==> config.mk <==
export PLATFORM = sky130hd
export DESIGN_NAME = seq_array_multiplier
export DESIGN_NICKNAME = d
export VERILOG_FILES = /design/src/rtl/seq_array_multiplier.sv
export SDC_FILE = /design/constraint.sdc
export NUM_CORES = 1
export LEC_CHECK = 0
export ABC_AREA = 1
export CAP_MARGIN = 40
export CORE_ASPECT_RATIO = 0.7
export CORE_UTILIZATION = 40
export DETAILED_ROUTE_END_ITERATION = 8
export DONT_BUFFER_PORTS = 1
export PLACE_DENSITY = 0.55
export SYNTH_ARGS = -nofsm -noshare
export SYNTH_HDL_FRONTEND = slang
export SYNTH_SLANG_ARGS = --single-unit
==> constraint.sdc <==
create_clock -name clk -period 4.8 [get_ports clk]
set_clock_uncertainty 0.1 [all_clocks]
set_input_delay 0.96 -clock clk [delete_from_list [all_inputs] [get_ports clk]]
set_output_delay 0.96 -clock clk [all_outputs]
set_load 0.02 [all_outputs]
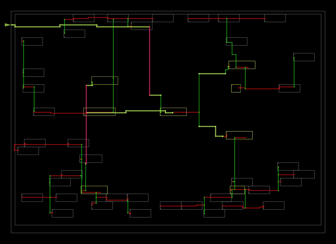
**Above:** clock nets.
TritonCTS Buffers: 5
num sequential: 39
count of clock buffers in the final design: 6

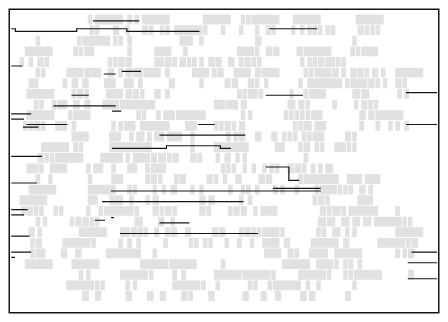
**Above:** metal 3.
31 nets have wire on it. The wires run mostly horizontal. The longest straight run is 53.4 um. The layer carries 417 um of wire. The layer holds 5.0% of the routed length.
aggregate routed wire length: 8425 um
vias post-DR: 3148
grt met3 use: 3.827%

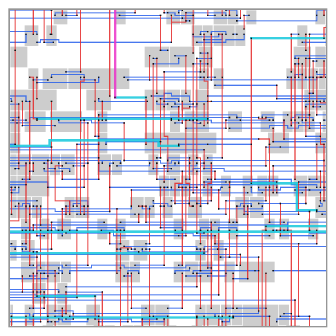
**Above:** layout detail.
Region (35, 19) to (75, 59) um. Cells in grey, sequential cells in the stronger grey; small squares are vias.
Red marks met2. Magenta marks met4. Cyan marks met3. Blue marks met1.
Most frequent: nand2_1 (53), nand3_1 (25), nor2_1 (12). Sequential cells in the window: 0. 131 logic cells have their middle in the window.

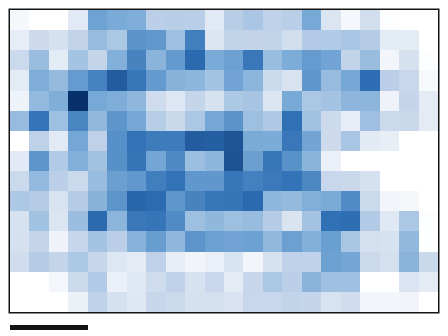
**Above:** wire density map.
Bar = 20 um. The die is cut into 22 by 15 equal tiles; white is low, dark blue is high, scaled to the fullest tile. Values are wire area over tile area, all layers added.
26% of the tiles are over half the peak. The fullest tile reaches 0.45. The mean over all tiles is 0.16. The densest ninth of the die: centre.
global routing usage summed across all routing layers: 21.46%
average detailed-routed wire length per instance: 13.59 um

==> results_tabular.tex <==
% Synthesis and place-and-route results
\begin{tabular}{lr}
\hline
Metric & Value \\
\hline
\multicolumn{2}{l}{\textbf{Run status}} \\
\quad Run status & finished, final reports clean \\
\multicolumn{2}{l}{\textbf{Placement}} \\
\quad Detail Placement HPWL & 6642 um \\
\quad Area after detailed placement & around 0.0033 mm\^{}2 \\
\quad Number of placed instances with taps included & about 610 \\
\quad Final weighted congestion in routability-driven placement & 0.8806 \\
\multicolumn{2}{l}{\textbf{Critical path}} \\
\quad Register-to-Register Setup Slack & 650 ps \\
\quad Cell with the largest stage delay on the worst path & sky130\_fd\_sc\_hd\_\_dfxtp\_2 \\
\quad Dominant cell type by count on the critical path & sky130\_fd\_sc\_hd\_\_nand2\_1 \\
\quad Cell-by-cell trace of the critical path & inv\_1 > ha\_1 > a21oi\_1 > nand3\_1 > nand2\_1 > nand2\_1 > nand2\_1 > ha\_1 > nand4\_4 > o31ai\_4 > xor2\_1 > inv\_1 > ha\_1 > a21oi\_1 > a21boi\_0 > nand3\_1 > nand3\_1 > nand2\_1 > a21oi\_1 > inv\_1 > nor2\_1 > o21ai\_0 \\
\quad Crit path capture type & flop \\
\quad Levels on crit path & 22 \\
\quad R2r worst-path depth & 22 \\
\quad Type of origin of the critical path & flop \\
\quad Worst Path Buf+Inv & 3 \\
\multicolumn{2}{l}{\textbf{Clocking}} \\
\quad Clock-pin slew of the registers on the worst-case setup and hold paths & 60 ps \\
\quad Clock tree from TritonCTS & built \\
\quad Number of hold buffers added after CTS & 0 \\
\quad Cell at the root of the clock tree & sky130\_fd\_sc\_hd\_\_clkbuf\_16 \\
\quad Maximum root-to-sink buffer count & 2 \\
\quad Number of instances resized during post-cts repair & 0 \\
\quad Clock sink total & 39 \\
\multicolumn{2}{l}{\textbf{Synth}} \\
\quad Fraction of synthesized cell area taken by the top area cell type & between 20\% and 30\% \\
\quad Compound-cell area share of the yosys netlist & roughly 15\% \\
\quad EDFF count, synth & 0 \\
\quad Ys async rst share & 0\% \\
\quad Main flop type after synthesis & sky130\_fd\_sc\_hd\_\_dfxtp\_1 \\
\quad Xor/xnor share of the synthesized area & 2.980\% \\
\quad Area fraction in full adders, half adders and majority gates & 9.907\% \\
\quad Synthesized area & roughly 0.0032 mm\^{}2 \\
\quad Net Count, Synth & 568 \\
\quad Synth logic family & simple AND/OR/NAND/NOR gates \\
\quad Library cell with the highest instance count after synthesis & sky130\_fd\_sc\_hd\_\_nand2\_1 \\
\quad Post-synth top area cell & sky130\_fd\_sc\_hd\_\_dfxtp\_1 \\
\quad Chip area estimate from yosys synthesis & roughly 0.0032 mm\^{}2 \\
\quad Mean instance size in the synthesized netlist & around 6.2 um\^{}2 \\
\quad Simple share & slightly below 40\% \\
\quad Flip-flop and latch count after synthesis & 39 \\
\quad Yosys warning tally & 0 \\
\quad Yosys cell count & approximately 520 \\
\quad Mux share of post-synthesis cell area & 0\% \\
\multicolumn{2}{l}{\textbf{Timing}} \\
\quad Final WS setup & 645.9 ps \\
\quad Worst relative slew slack & 58.93\% \\
\quad Transition time at the pin with the least slew margin & around 610 ps \\
\quad Peak clock frequency supported by timing & approximately 240 MHz \\
\quad Crit path time final & 4154 ps \\
\quad Setup repair after global routing missed its margin & false \\
\quad Total of endpoints with negative setup slack in the final report & 0 \\
\quad Final Max Tran Viols & 0 \\
\quad Final clock period utilization by the worst path & between 80\% and 90\% \\
\quad Smallest hold slack & 401.6 ps \\
\multicolumn{2}{l}{\textbf{Final layout}} \\
\quad Sequential standard cell area & roughly 780 um\^{}2 \\
\quad Share of the core filled with cells in the final layout & about 45\% \\
\quad Fill cells & 872 \\
\quad Bufs w/o clock & 7 \\
\quad Fin area & $\sim$0.0035 mm\^{}2 \\
\quad Ant diodes & 0 \\
\quad Top library cells by usage in the layout, fill and taps aside & 147 x sky130\_fd\_sc\_hd\_\_nand2\_1, 84 x sky130\_fd\_sc\_hd\_\_nor2\_1, 49 x sky130\_fd\_sc\_hd\_\_inv\_1 \\
\quad Max FFs per register & 16 \\
\quad Number of non-filler instances in the completed layout & just over 600 \\
\quad Fraction of layout instances using a drive strength above 1 & under 10\% \\
\quad Multi-Input Combinational & $\sim$410 \\
\quad Relative area change from synthesis to final layout & 8.127\% \\
\quad Number of nets in the final layout & $\sim$560 \\
\quad Dominant kind of cell & logic gates \\
\quad Relative area of clock buffers and inverters in the final design & 5.082\% \\
\quad Non-clk invs & approximately 53 \\
\quad Combinational cell area excluding buffers and inverters & 0.002156 mm\^{}2 \\
\multicolumn{2}{l}{\textbf{Pwr}} \\
\quad Total power draw & about 0.00096 W \\
\quad P\_leak & between 1.5 and 2 nW \\
\quad Power attributed to the clock group & between 0.0004 and 0.0005 W \\
\quad Portion of total power attributed to the clock network & a little over two fifths \\
\quad Sequential Power Share & 37.7\% \\
\quad Power Combinational & roughly 0.00020 W \\
\quad Switching fraction of total power & a little under a third \\
\quad Power per cell area & between 200 and 300 mW/mm\^{}2 \\
\quad Peak supply drop & $\sim$0.14 mV \\
\quad Power Sequential & 0.000362 W \\
\quad Biggest power consumer among the groups & clock \\
\quad Switching Power & roughly 0.00029 W \\
\quad Internal Pwr Total & approximately 0.00067 W \\
\multicolumn{2}{l}{\textbf{Floorplan}} \\
\quad Number of placed I/O pins & 39 \\
\quad Total core area & a little under 0.008 mm\^{}2 \\
\quad Vertical extent of the die & between 70 and 80 um \\
\quad Die outline width & roughly 110 um \\
\quad Row count & 27 \\
\quad Die area & about 0.0085 mm\^{}2 \\
\multicolumn{2}{l}{\textbf{Flow run}} \\
\quad Number of max-capacitance violations reported & 0 \\
\multicolumn{2}{l}{\textbf{Routing}} \\
\quad Routed wl met3 & $\sim$420 um \\
\quad Detailed route wirelength on metal2 & 3319 um \\
\quad Remaining routing DRC violations & 0 \\
\quad Mean number of vias per cell & approximately 5 \\
\quad Count of antenna-violating nets left after detailed routing & 0 \\
\quad Initial drt markers & 157 \\
\quad WL met1 & between 4000 and 5000 um \\
\quad Detailed-router iteration count before antenna repair & 5 \\
\multicolumn{2}{l}{\textbf{Hold path}} \\
\quad Hold depth & 2 \\
\quad Worst hold-check path type & reg2reg \\
\multicolumn{2}{l}{\textbf{GRT}} \\
\quad Met2 capacity usage during global routing & between 30\% and 40\% \\
\quad Most Used Layer, Global Route & met1 \\
\quad Leftover overflow at the end of global routing & 0 \\
\quad Met1 GRT Util & between 30\% and 40\% \\
\quad Via count of the first global-routing pass & 2905 \\
\quad First-pass GRT wire length & 14080 um \\
\hline
\end{tabular}
Power and IR drop assume default switching activity.
